--- config.mk ---
export PLATFORM = sky130hd
export DESIGN_NAME = memory_arbiter
export DESIGN_NICKNAME = d
export VERILOG_FILES = /design/src/rtl/memory_arbiter.sv
export SDC_FILE = /design/constraint.sdc
export NUM_CORES = 1
export LEC_CHECK = 0
export ABC_CLOCK_PERIOD_IN_PS = 1910
export CAP_MARGIN = 20
export CORE_UTILIZATION = 40
export DETAILED_ROUTE_END_ITERATION = 7
export PLACE_DENSITY = 0.78
export SKIP_LAST_GASP = 1
export SLEW_MARGIN = 40
export SYNTH_ARGS = -nofsm -noshare
export SYNTH_HDL_FRONTEND = slang
export SYNTH_SLANG_ARGS = --single-unit
--- constraint.sdc ---
create_clock -name clk -period 1.91 [get_ports clk]
set_clock_uncertainty 0.1 [all_clocks]
set_input_delay 0.2865 -clock clk [delete_from_list [all_inputs] [get_ports clk]]
set_output_delay 0.2865 -clock clk [all_outputs]
set_load 0.05 [all_outputs]
--- src/rtl/memory_arbiter.sv ---
// Arbitrates instruction fetch and load/store requests onto one combinational Memory port.
// Grant to Valid is 2 cycles; at most one access every 2 cycles; fetch is forced through after STARVE_LIMIT data grants.
module memory_arbiter #(
    parameter int STARVE_LIMIT = 4
) (
    input  logic        clk,
    input  logic        rst,
    input  logic        fetchReq,
    input  logic [31:0] fetchAddress,
    output logic        fetchGnt,
    output logic        fetchValid,
    output logic [31:0] fetchData,
    output logic        fetchMisaligned,
    input  logic        dataReq,
    input  logic [31:0] dataAddress,
    input  logic [31:0] dataWData,
    input  logic [2:0]  dataReadMode,
    input  logic [2:0]  dataWriteMode,
    input  logic        dataUnsigned,
    output logic        dataGnt,
    output logic        dataValid,
    output logic [31:0] dataRData,
    output logic [31:0] memAddress,
    output logic [31:0] memData,
    output logic [2:0]  memWriteMode,
    output logic [2:0]  memReadMode,
    output logic        memUnsignedLoad,
    input  logic [31:0] memDataOutput,
    output logic        busy
);
    localparam logic [2:0] MODE_NONE = 3'd0;
    localparam logic [2:0] MODE_WORD = 3'd3;
    localparam int CW = (STARVE_LIMIT < 1) ? 1 : $clog2(STARVE_LIMIT + 1);
    localparam logic [CW-1:0] LIMIT = CW'(STARVE_LIMIT);

    typedef enum logic {IDLE, ACCESS} state_t;

    state_t        state, next_state;
    logic [CW-1:0] starve_count;
    logic          fetch_win, data_win;
    logic          lat_is_fetch;
    logic [31:0]   lat_addr, lat_wdata;
    logic [2:0]    lat_rmode, lat_wmode;
    logic          lat_unsigned;

    always_comb begin
        next_state = state;
        fetch_win  = 1'b0;
        data_win   = 1'b0;
        if (state == IDLE) begin
            // Data normally wins; fetch takes the slot when data is absent or fetch has waited too long.
            fetch_win = fetchReq && (!dataReq || starve_count == LIMIT);
            data_win  = dataReq && !fetch_win;
            if (fetchReq || dataReq)
                next_state = ACCESS;
        end else begin
            next_state = IDLE;
        end
    end

    assign fetchGnt = fetch_win && rst;
    assign dataGnt  = data_win && rst;
    assign busy     = (state == ACCESS);

    assign memAddress      = busy ? lat_addr : 32'd0;
    assign memData         = busy ? lat_wdata : 32'd0;
    assign memReadMode     = busy ? lat_rmode : MODE_NONE;
    assign memUnsignedLoad = busy ? lat_unsigned : 1'b0;
    // Gated by reset directly so an in-flight store can never commit while reset is asserted.
    assign memWriteMode    = (busy && rst) ? lat_wmode : MODE_NONE;

    always_ff @(posedge clk) begin
        if (!rst) begin
            state           <= IDLE;
            starve_count    <= '0;
            fetchValid      <= 1'b0;
            dataValid       <= 1'b0;
            fetchData       <= 32'd0;
            dataRData       <= 32'd0;
            fetchMisaligned <= 1'b0;
            lat_is_fetch    <= 1'b0;
            lat_addr        <= 32'd0;
            lat_wdata       <= 32'd0;
            lat_rmode       <= MODE_NONE;
            lat_wmode       <= MODE_NONE;
            lat_unsigned    <= 1'b0;
        end else begin
            state      <= next_state;
            fetchValid <= 1'b0;
            dataValid  <= 1'b0;

            if (fetch_win) begin
                lat_is_fetch <= 1'b1;
                lat_addr     <= fetchAddress;
                lat_wdata    <= 32'd0;
                lat_rmode    <= MODE_WORD;
                lat_wmode    <= MODE_NONE;
                lat_unsigned <= 1'b0;
            end else if (data_win) begin
                lat_is_fetch <= 1'b0;
                lat_addr     <= dataAddress;
                lat_wdata    <= dataWData;
                lat_rmode    <= dataReadMode;
                lat_wmode    <= dataWriteMode;
                lat_unsigned <= dataUnsigned;
            end

            if (state == IDLE) begin
                if (fetch_win || !fetchReq)
                    starve_count <= '0;
                else if (data_win && starve_count != LIMIT)
                    starve_count <= starve_count + 1'b1;
            end

            if (state == ACCESS) begin
                if (lat_is_fetch) begin
                    fetchValid      <= 1'b1;
                    fetchData       <= memDataOutput;
                    fetchMisaligned <= (lat_addr[1:0] != 2'b00);
                end else begin
                    dataValid <= 1'b1;
                    dataRData <= (lat_rmode == MODE_NONE) ? 32'd0 : memDataOutput;
                end
            end
        end
    end
endmodule
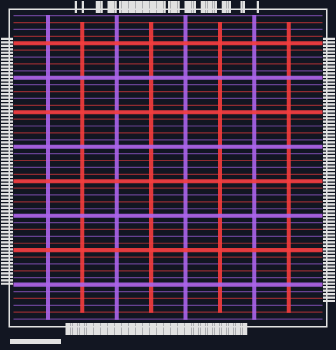
(run_1/pdn.png)
The bar under the picture is 20 um long. Pins as bars on the die edge.
VSS -> purple
VDD -> red
rows = 44
met5 straps = 8
met4 straps = 8
met1 rails = 45

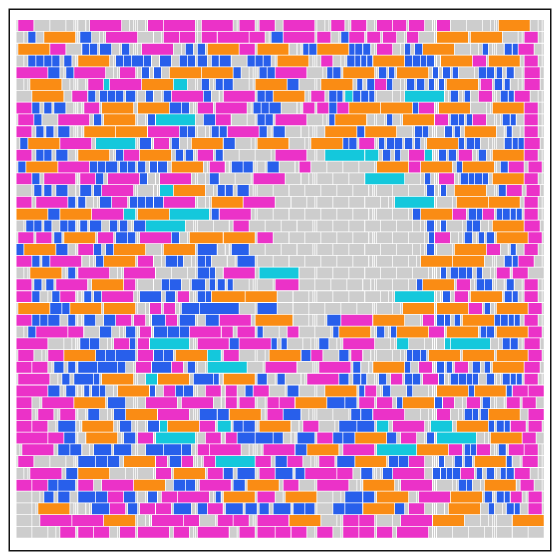
(run_1/cell_classes.png)
Fill, decap, tap and diode cells in grey.
other buffers and delay cells -> magenta  # cells 312, share of their area 38%
flip-flops -> orange  # cells 143, share of their area 29%
clock drivers and dummy loads -> cyan  # cells 32, share of their area 5.3%
all other logic -> blue  # cells 497, share of their area 29%

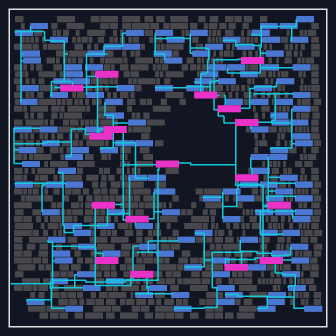
(run_1/clock_map.png)
clock wires -> cyan  # length 1730 um
cells driving clock nets -> magenta  # count 17
flip-flops -> blue  # count 143
routed clock nets = 18
flops lie = widely spread

==> Changelog: implementation, run 1 <==
### Physical design

- Max incr delay on CP: 340 ps
- CTS Root Cell: clkbuf_16
- Die extent in x: 125 um
- Fin crit share: 1.01
- WL per Instance: 16.5 um
- Max-Cap Viols: 0
- Syn. warnings: 0
- Reg area: 2870 um2
- Post-route cell area: 10300 um2
- PortBufs: 279
- # Cells Yosys: 713
- GRT Total Usage: 0.247
- RSZ-0062 raised after global routing: true
- Synth Seq Share: 0.476
- Clock transition at path regs: 60 ps
- Fillers: 1139
- Measured slew at the worst slew-check pin: 531 ps
- Crit-path cells: inv_2 > ha_4 > a21boi_1 > or2_4 > nor2_4 > buf_6
- DRC errors left: 0
- CTS tree: built
- Vert. Die Dim: 125 um
- Latency at later pin: 420 ps
- Power per Cell Area: 765 nW/um2
- Synth cell types: 36
- Placed Area: 9740 um2
- FFs w/ async S/R, synth: 0
- Via count: 6204
- Max VDD drop: 536 uV
- Vias in the first global route: 5892
- Final GP Congestion: 0.797
- DR vias/cell: 5.31
- Final period demand of the worst path: 1940 ps
- TritonCTS buffer count: 17
- Antenna Nets Post-Route: 0
- Req. time, crit path: 1520 ps
- Fin. max-slew vios: 0
- Fin Hold WS: 323 ps
- Status: finished, violations left
- Clock tree buffer depth: 2
- # setup viols final: 1
- Layout Area Growth over Synthesis: 70.8%
- Post-synth EDFFs: 0
- Final nets: 1112
- Grt total ovfl: 0
- Post-synth regs: 143
- Failing checks: setup timing
- Worst path slowest cell: dfxtp_2
- HP Class: primary input to flop
- Post-synth top flop: dfxtp_1
- Core box area: 14600 um2
- H-tree levels: 4
- Pwr Total: 7860 uW
- Hold path startpoint: dataWriteMode[0]
- Multi-input gate area: 2850 um2
- Max frequency: 0.516 GHz
- Initial antenna violation count: 0
- DP HPWL: 13400 um
- Init Core Util: 0.412
- Hold Vio Cnt, Final: 0
- Critical path class: flop to output pin
- CP Launch Type: flop
- Cells after synthesis: 713
- Ports: 280
- Largest net degree at the start of global routing: 73
- Clk sinks: 143
- Critical Path Fanout Max: 4
- Setup crit start: starve_count[0]
- Layout cell share with drive strength beyond 1: 0.244
- Yosys stat area: 6020 um2
- DRT iter0 DRCs: 445
- Worst setup EP type: output pin
- Tool warning count: 30
- Total Wirelength: 19300 um
- Row count: 44
- Cell Area, Synth: 6020 um2
- Floorplan Nets: 854
- Rel. slew slack: 0.647
- Avg Synthesized Cell Area: 8.44 um2
- DIE AREA: 15500 um2
- Final setup margin: -27.8 ps
- Worst R2R Start: starve_count[0]
- Initial DRT Pass Iterations: 4
- Final TNS setup: -27.8 ps
- Antenna diodes: 0
- First-pass GRT wire length: 30600 um
- WP data arrival: 1550 ps
- P_leak: 0.00408 uW
## run 1: timing repair
item | CTS | global route
endpoints found under the setup margin | 91 | 7
endpoints found under the hold margin | 0 | 0
gates resized | 66 | 2
buffers inserted | 2 | 0
hold buffers | 0 | 0
pin swaps | 3 | 0
## run 1: synthesized netlist by cell type (all sizes together) (2+ instances only)
library cell	count	area, um2
nor2b	3	18.8
nand2	102	383
nor2	14	52.6
ha	2	25.0
a21oi	105	526
buf	41	250
o21ai	45	229
nor4	7	43.8
and2	69	432
nand2b	3	26.3
o221a	27	304
inv	3	11.3
a211oi	7	87.6
nand3	71	355
and3	4	26.3
o21a	25	188
nor3	2	10.0
dfxtp	143	2860
clkbuf	32	120
## run 1: final timing paths
kind              endpoint  slack [ps]  cells after the start
min           lat_wmode[0]         320                      3
min reg2reg  dataRData[19]         350                      2
max reg2reg    lat_addr[4]         230                      7
max               fetchGnt         -30                      6
## run 1: registers in the layout, indices dropped and copies added (netlist names)
register	flops
lat_wdata	32
lat_wmode	3
lat_is_fetch	1
dataRData	32
lat_unsigned	1
lat_addr	32
dataValid	1
busy	1
fetchData	32
fetchMisaligned	1
fetchValid	1
starve_count	3
lat_rmode	3
## run 1: kinds of logic after synthesis
family,synth area share
buffers and inverters,0.0634
AOI/OAI and AO/OA,0.228
DFF,0.476
adders and majority gates,0.00416
and+or+nand+nor,0.229
## run 1: through the flow
step,std cells,setup WS (ps),util
CTS,1168,-70.8,0.704
global route,1168,-87.1,0.704
finish,1168,-27.8,0.704
floorplan,713,-71.4,-
detailed placement,1134,-26.2,0.668
global placement,1134,-8.93,0.668
## run 1: cell type report
| cell class | count | area share |
|---|---|---|
| clock buffers | 20 | 0.0435 |
| clock inverters | 12 | 0.00865 |
| inverters | 3 | 0.00110 |
| multi-input cells | 494 | 0.278 |
| flip-flops and latches | 143 | 0.279 |
| well taps | 184 | 0.0224 |
| repair buffers | 312 | 0.367 |
## run 1: layout by cell type (no fill, tap or decap), drive strengths merged
cell type,count
a211oi,7
a21boi,1
a21oi,105
and2,69
and3,4
buf,121
clkbuf,20
clkdlybuf4s50,138
clkinv,7
clkinvlp,4
dfxtp,143
dlygate4sd2,53
ha,2
inv,4
nand2,102
nand2b,3
nand3,71
nand4b,1
nor2,14
nor2b,3
nor3,2
nor3b,1
nor4,7
o211ai,1
o21a,25
o21ai,45
o21ba,1
o21bai,1
o221a,27
or2,1
or3,1
## run 1: per-layer routing
layer	vias up	GRT usage	wire length (um)
li1	2990	-	-
met1	2931	0.296	7780
met2	243	0.407	9420
met3	40	0.0782	1580
met4	0	0.106	535
met5	-	0	0
## run 1: critical path, delay by kind of cell, from the launching register on
| kind | cells | cell delay, ps |
|---|---|---|
| AOI/OAI and AO/OA | 1 | 70 |
| and+or+nand+nor | 2 | 360 |
| adders and majority gates | 1 | 130 |
| DFF | 1 | 340 |
| buffers and inverters | 2 | 220 |
## run 1: power breakdown
group          switching [uW]  total (uW)  leakage, uW  internal (uW)
clock network            1290        2990     0.000252           1690
logic                     876        1650      0.00266            772
registers                80.3        3230      0.00117           3150
==> run_1/metal_stack.png <==
The bar under the picture is 20 um long. Two of the layers only.
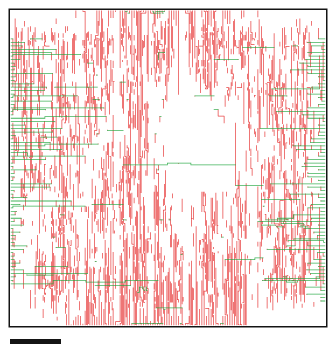

## Run 2: what changed since run 1
- SKIP_CTS_REPAIR_TIMING: unset -> 1
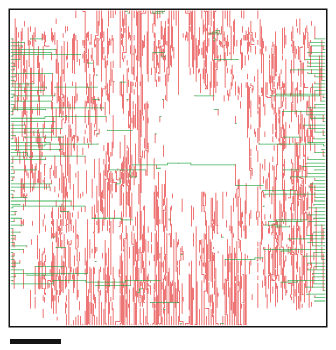
(run_2/metal_stack.png)
The bar under the picture is 20 um long. Two of the layers only.
met3 -> green  # wire length 1550 um
met2 -> red  # wire length 9680 um

==> run 2 against run 1 <==
Against the previous run:
- the flow still finishes with violations (setup timing)
- register-to-register slack better by 110 ps
- combinational power about the same
- setup slack worse by 11 ps
- synthesized cell count unchanged
- via count up 0.50%
- sequential share of layout area down 0.53 points
- largest cell class unchanged
- highest routed layer unchanged
==> Changelog: implementation, run 2 <==
### Physical design

- Post-route cell area: 10500 um2 (+1.9%)
- FFs w/ async S/R, synth: 0 (unchanged)
- Placed cell count: 1134 (unchanged)
- R2R depth: 5 (-2)
- Layout Area Growth over Synthesis: 74.1%
- Req. time, crit path: 1520 ps (about the same)
- CTS tree: built
- PortBufs: 279 (unchanged)
- Fillers: 1070 (-6.1%)
- DRC errors left: 0 (unchanged)
- Post-synth EDFFs: 0 (unchanged)
- Grt total ovfl: 0 (unchanged)
- Setup crit start: starve_count[1]
- Hold path startpoint: dataWriteMode[0]
- Post-synth regs: 143 (unchanged)
- Failing checks: setup timing
- Rel. slew slack: 0.630 (-0.0175)
- Pwr Total: 7890 uW (+0.30%)
- Worst setup EP type: output pin
- Cell Area, Synth: 6020 um2 (unchanged)
- Sequential power share: 0.409 (about the same)
- Syn. warnings: 0 (unchanged)
- # Cells Yosys: 713 (unchanged)
- Via count: 6235 (+0.50%)
- Clock transition at path regs: 60 ps (about the same)
- Final nets: 1111 (-0.090%)
- Vias in the first global route: 5863 (-0.49%)
- Final setup margin: -38.8 ps (-11.0 ps)
- Layout cell share with drive strength beyond 1: 0.245 (+0.00127)
- Hold Path End: lat_wmode[0]
- GRT Total Usage: 0.246 (-0.00127)
- DP HPWL: 13400 um (unchanged)
- Antenna diodes: 0 (unchanged)
- Clock tree buffer depth: 2 (unchanged)
- # setup viols final: 1 (unchanged)
- Yosys stat area: 6020 um2 (unchanged)
- Power per Cell Area: 753 nW/um2 (-1.6%)
- Latency at later pin: 420 ps (about the same)
- Top-area cell share: 0.476 (unchanged)
- Avg Synthesized Cell Area: 8.44 um2 (unchanged)
- Worst R2R Start: busy
- Largest net degree at the start of global routing: 73 (unchanged)
- Cell with the most instances after synthesis: dfxtp_1
- Synth cell types: 36 (unchanged)
- Floorplan Nets: 854 (unchanged)
- Cell accounting for the most synthesized area: dfxtp_1
- Crit-path cells: inv_2 > ha_4 > a21boi_2 > or2_4 > nor2_4 > buf_6
- Tool warning count: 29 (-3.3%)
- Worst slack, placed: -26.2 ps (unchanged)
- Hold Vio Cnt, Final: 0 (unchanged)
- Final GP Congestion: 0.797 (unchanged)
- DIE AREA: 15500 um2 (unchanged)
- Max-Cap Viols: 0 (unchanged)
- WP data arrival: 1560 ps (about the same)
- RSZ-0062 raised after global routing: true
- Hold path depth: 3 (unchanged)
- Sw frac: 0.286 (-0.000294)
- DR vias/cell: 5.34 (+0.59%)
- Placed Area: 9740 um2 (unchanged)
- Final core occ: 0.718 (+0.0137)
- Synth Seq Share: 0.476 (unchanged)
- Worst path slowest cell: dfxtp_2
- CP Launch Type: flop
- Cells after synthesis: 713 (unchanged)
- Max frequency: 0.513 GHz (-0.57%)
- Initial antenna violation count: 0 (unchanged)
- TritonCTS buffer count: 17 (unchanged)
- Internal: 5630 uW (+0.34%)
- Critical Path Fanout Max: 4 (unchanged)
- Post-route insts no fill: 1167 (-0.086%)
- Post-synth top flop: dfxtp_1
- Total Wirelength: 19700 um (+1.8%)
- Most frequent cells in the layout: 140 x dfxtp_1, 138 x clkdlybuf4s50_1, 105 x a21oi_1, 101 x nand2_1, 80 x buf_12
- Psw: 2250 uW (+0.20%)
- Final period demand of the worst path: 1950 ps (+11.0 ps)
- CTS Root Cell: clkbuf_16
- Clk sinks: 143 (unchanged)
- Row count: 44 (unchanged)
- HP Class: primary input to flop
- Measured slew at the worst slew-check pin: 555 ps (+23.3 ps)
- DRT iter0 DRCs: 424 (-4.7%)
- Status: finished, violations left
- WL per Instance: 16.8 um (+1.9%)
- Initial DRT Pass Iterations: 5 (+1)
- H-tree levels: 4 (unchanged)
- Most numerous logic cell after layout: dfxtp_1
- Clock Power Share: 0.379 (about the same)
- Top cells by count, synth: 143 x dfxtp_1, 105 x a21oi_1, 102 x nand2_1
- Logic gate share of total power: 0.212 (+0.002)
- Critical path class: flop to output pin
- Ports: 280 (unchanged)
- Reg2Reg Setup Slack: 340 ps (+110 ps)
- Fin. max-slew vios: 0 (unchanged)
- P_leak: 0.00479 uW (+17%)
- First-pass GRT wire length: 30400 um (-0.63%)
- Antenna Nets Post-Route: 0 (unchanged)
- Synth top area cells: dfxtp_1 48%, a21oi_1 8.7%, and2_1 7.2%
- Init Core Util: 0.412 (unchanged)
- FF-to-FF End: fetchData[11]
- Max incr delay on CP: 330 ps (about the same)
- Fin crit share: 1.02 (+0.00577)
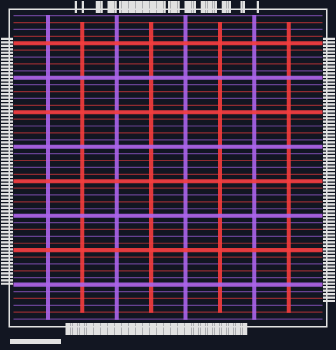
(run_2/pdn.png)
The bar under the picture is 20 um long. Pins as bars on the die edge.
core box area: 14600 um2
Max VDD drop: 537 uV
Vert. Die Dim: 125 um
die extent in x: 125 um

## run 2: power groups by stage
stage / Sequential, uW / Clock [uW] / Combinational [uW]
2_1_floorplan: 3430 / 0 / 710
3_3_place_gp: 3290 / 0 / 1630
4_1_cts: 3230 / 3040 / 1660
3_5_place_dp: 3290 / 0 / 1650
5_1_grt: 3250 / 3180 / 1760
6_report: 3230 / 2990 / 1670
## run 2: routing by layer
| layer | vias up | global-route usage | routed length, um |
|---|---|---|---|
| met5 | - | 0 | 0 |
| met4 | 0 | 0.102 | 506 |
| met3 | 39 | 0.0769 | 1550 |
| met2 | 250 | 0.407 | 9680 |
| met1 | 2962 | 0.295 | 7920 |
| li1 | 2984 | - | - |
## run 2: critical path: cells and delay by family, from the launching register on
kind,cells,cell delay [ps]
buffers and inverters,2,230
adder cells (fa/ha/maj),1,150
flip-flops,1,330
AND-OR/OR-AND,1,60
AND/OR/NAND/NOR,2,370
## run 2: cell families (layout without fill, tap and decap cells)
| group | after synthesis | count (layout) | share of synthesized area |
|---|---|---|---|
| compound gates | 213 | 213 | 0.228 |
| simple gates | 279 | 279 | 0.229 |
| flops | 143 | 143 | 0.476 |
| buf+inv | 76 | 346 | 0.0634 |
| fa+ha+maj | 2 | 2 | 0.00416 |
## run 2: cell type report
type,instances,area [um2],share of cell area
well taps,184,230,0.0220
inverters,3,11.3,0.00108
flip-flops and latches,143,2870,0.274
multi-input cells,494,2860,0.273
repair buffers,311,3970,0.379
clock buffers,20,447,0.0426
clock inverters,12,88.8,0.00848
## run 2: metrics by stage
| step | TNS (ps) | hold WS (ps) |
|---|---|---|
| detailed placement | -34.4 | 342 |
| global placement | -8.93 | 337 |
| global route | -90.5 | 329 |
| CTS | -5290 | 312 |
| finish | -38.8 | 323 |
| floorplan | -71.4 | 323 |
## run 2: worst max path at each step
stage,end,depth (start not counted)
6_report,fetchGnt,6
5_1_grt,fetchGnt,6
4_1_cts,fetchGnt,6
3_5_place_dp,fetchGnt,5
3_3_place_gp,fetchGnt,5
2_1_floorplan,fetchGnt,6
==> run_2/cell_classes.png <==
Fill, decap, tap and diode cells in grey.
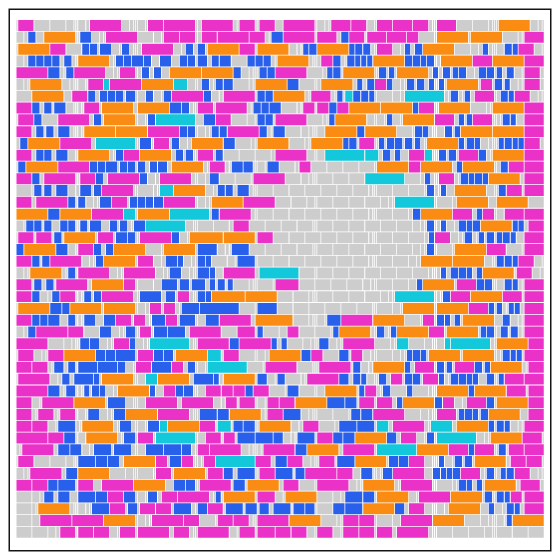

## Run 3: what changed since run 2
- PLACE_DENSITY: 0.78 -> 0.76
- RECOVER_POWER: unset -> 25
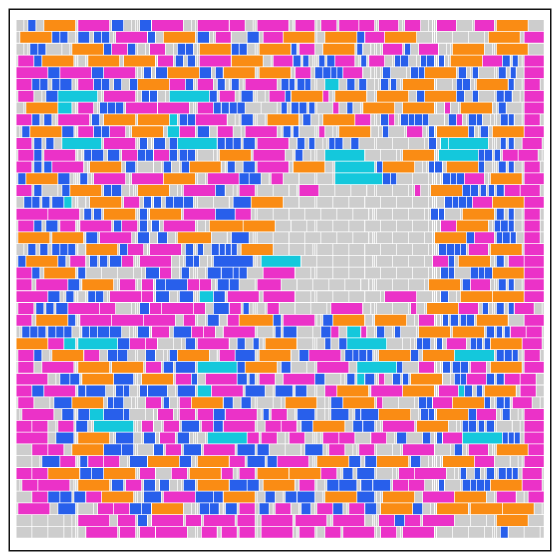
(run_3/cell_classes.png)
Fill, decap, tap and diode cells in grey.
other buffers and delay cells -> magenta  # cells 316, share of their area 39%
flip-flops -> orange  # cells 143, share of their area 28%
clock drivers and dummy loads -> cyan  # cells 31, share of their area 5.3%
all other logic -> blue  # cells 497, share of their area 28%

==> run 3 against run 2 <==
Against the previous run:
- the run still ends with setup timing left
- clock power is 4% higher
- wire length is 0.42% higher
- sequential power hardly changed
- count of clock-buffer cells in the layout is 2 lower
- sequential cell count stayed put
- register-to-register slack worse by 150 ps
- critical path type unchanged
- critical endpoint unchanged
- largest power group unchanged
- highest routed layer unchanged
==> Changelog: implementation, run 3 <==
### Physical design

- Vias in the first global route: 5942 (+1.3%)
- H-tree levels: 4 (unchanged)
- Rel. slew slack: 0.501 (-0.129)
- Largest net degree at the start of global routing: 41 (-44%)
- Critical path class: flop to output pin
- Initial DRT Pass Iterations: 4 (-1)
- WP data arrival: 1590 ps (+30 ps)
- # Cells Yosys: 713 (unchanged)
- Final GP Congestion: 0.786 (-1.4%)
- Compound Share, Synth: 0.228 (unchanged)
- Via count: 6164 (-1.1%)
- Layout cell share with drive strength beyond 1: 0.232 (-0.0132)
- Final nets: 1116 (+0.45%)
- Die extent in x: 125 um (unchanged)
- DR vias/cell: 5.26 (-1.5%)
- Total Wirelength: 19700 um (+0.42%)
- Reg area: 2870 um2 (about the same)
- Multi-input gate area: 2850 um2 (-0.48%)
- Failing checks: setup timing
- Avg Synthesized Cell Area: 8.44 um2 (unchanged)
- Syn. warnings: 0 (unchanged)
- Max frequency: 0.507 GHz (-1.3%)
- DIE AREA: 15500 um2 (unchanged)
- Worst slack, placed: -63.6 ps (-37.4 ps)
- Cells after synthesis: 713 (unchanged)
- Clock tree buffer depth: 2 (unchanged)
- Top-area cell share: 0.476 (unchanged)
- Grt total ovfl: 0 (unchanged)
- DRC errors left: 0 (unchanged)
- Cell Area, Synth: 6020 um2 (unchanged)
- WL per Instance: 16.9 um (about the same)
- Simple-gate share of the synthesized area: 0.229 (unchanged)
- Mux area share: 0 (unchanged)
- Most numerous logic cell after layout: dfxtp_1
- CTS tree: built
- Post-synth EDFFs: 0 (unchanged)
- Antenna Nets Post-Route: 0 (unchanged)
- HP Class: primary input to flop
- Cell with the most instances after synthesis: dfxtp_1
- DRT iter0 DRCs: 353 (-17%)
- Clock transition at path regs: 60 ps (about the same)
- Power per Cell Area: 760 nW/um2 (+0.99%)
- Final TNS setup: -63.7 ps (-24.9 ps)
- Dominant comb cell: simple AND/OR/NAND/NOR gates
- Fin crit share: 1.03 (+0.0131)
- Initial antenna violation count: 0 (unchanged)
- CP Launch Type: flop
- Core box area: 14600 um2 (unchanged)
- Req. time, crit path: 1520 ps (about the same)
- Synth cell types: 36 (unchanged)
- Fillers: 1086 (+1.5%)
- Pwr Total: 8010 uW (+1.5%)
- # setup viols final: 1 (unchanged)
- P_leak: 0.00485 uW (+1.1%)
- Layout Area Growth over Synthesis: 75.0%
- Most frequent cells in the layout: 140 x dfxtp_1, 137 x clkdlybuf4s50_1, 105 x a21oi_1, 101 x nand2_1, 84 x buf_12
- Status: finished, violations left
- Antenna diodes: 0 (unchanged)
- Yosys stat area: 6020 um2 (unchanged)
- Init Core Util: 0.412 (unchanged)
- Critical Path Fanout Max: 5 (+1)
- FFs w/ async S/R, synth: 0 (unchanged)
- Synth Area in Adders: 0.00416 (unchanged)
- Final setup margin: -63.7 ps (-24.9 ps)
- Cell accounting for the most synthesized area: dfxtp_1
- Worst setup EP type: output pin
- Synth top area cells: dfxtp_1 48%, a21oi_1 8.7%, and2_1 7.2%
- Post-synth top flop: dfxtp_1
- Measured slew at the worst slew-check pin: 749 ps (+194 ps)
- Post-synth regs: 143 (unchanged)
- Placed cell count: 1139 (+0.44%)
- Ports: 280 (unchanged)
- Max VDD drop: 678 uV (+26%)
- Top cells by count, synth: 143 x dfxtp_1, 105 x a21oi_1, 102 x nand2_1
- Vert. Die Dim: 125 um (unchanged)
- GRT Total Usage: 0.250 (+0.00349)
- Fin. max-slew vios: 0 (unchanged)
- Post-route insts no fill: 1171 (+0.34%)
- CTS Root Cell: clkbuf_16
- Synth Seq Share: 0.476 (unchanged)
- Hold Vio Cnt, Final: 0 (unchanged)
- First-pass GRT wire length: 31000 um (+1.9%)
- Row count: 44 (unchanged)
- DP HPWL: 13800 um (+3.3%)
- Floorplan Nets: 854 (unchanged)
- PortBufs: 279 (unchanged)
- Tool warning count: 29 (unchanged)
- XOR Share, Synth: 0 (unchanged)
- Max-Cap Viols: 0 (unchanged)
- RSZ-0062 raised after global routing: true
- Final period demand of the worst path: 1970 ps (+24.9 ps)
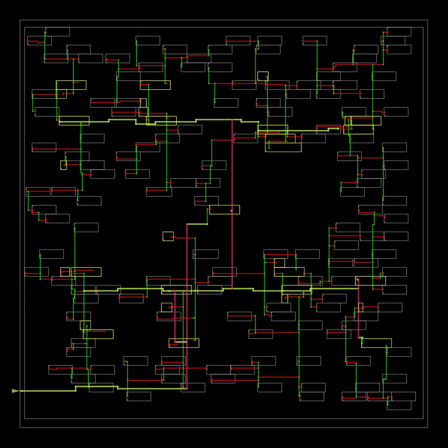
(run_3/final_clocks.png)
Latency at later pin: 420 ps
flop count: 143
clkbuf count: 18
TritonCTS buffer count: 17
clk sinks: 143

## run 3: cell counts after synthesis
Identical to the previous run, type by type.
## run 3: cell type report
cell class,instances,share of cell area
inverters,3,0.00107
flip-flops and latches,143,0.272
multi-input cells,494,0.271
clock buffers,18,0.0408
clock inverters,13,0.0112
repair buffers,316,0.382
well taps,184,0.0219
## run 3: metal layers
layer | up-vias | GRT usage | part of all wire
li1 | 2984 | - | -
met5 | - | 0 | 0
met3 | 38 | 0.0966 | 0.083
met1 | 2926 | 0.285 | 0.39
met4 | 0 | 0.106 | 0.029
met2 | 216 | 0.414 | 0.50
## run 3: critical path, cell delays in order (launching register included)
cell	delay (ps)
dfxtp_2	330
inv_1	80
ha_4	150
a21boi_2	60
or2_4	270
nor2_2	110
buf_6	170
## run 3: final timing paths
check,from,end,slack [ps],cells after the start
hold / removal,dataWData[14],lat_wdata[14],330,3
setup reg to reg,busy,dataRData[11],190,5
setup / recovery,starve_count[0],fetchGnt,-60,6
hold reg to reg,dataRData[17],dataRData[17],350,2
## run 3: where the power goes
group | switching, uW | internal, uW
combinational | 879 | 803
clock | 1310 | 1790
sequential | 78.3 | 3150
total | 2270 | 5740
## run 3: logic make-up (layout without fill, tap and decap cells)
logic type	Yosys count	after routing
flip-flops	143	143
AND/OR/NAND/NOR	279	279
buffers and inverters	76	350
AND-OR/OR-AND	213	213
adder cells (fa/ha/maj)	2	2
## run 3: stage by stage
step | hold slack [ps] | instance area [um2] | util
6_report | 326 | 10500 | 0.722
5_1_grt | 319 | 10500 | 0.722
4_1_cts | 310 | 10400 | 0.712
3_5_place_dp | 343 | 9840 | 0.674
3_3_place_gp | 337 | 9840 | 0.674
2_1_floorplan | 323 | 6070 | -
Power figures rest on the tool's default switching activity, not on a simulated workload.
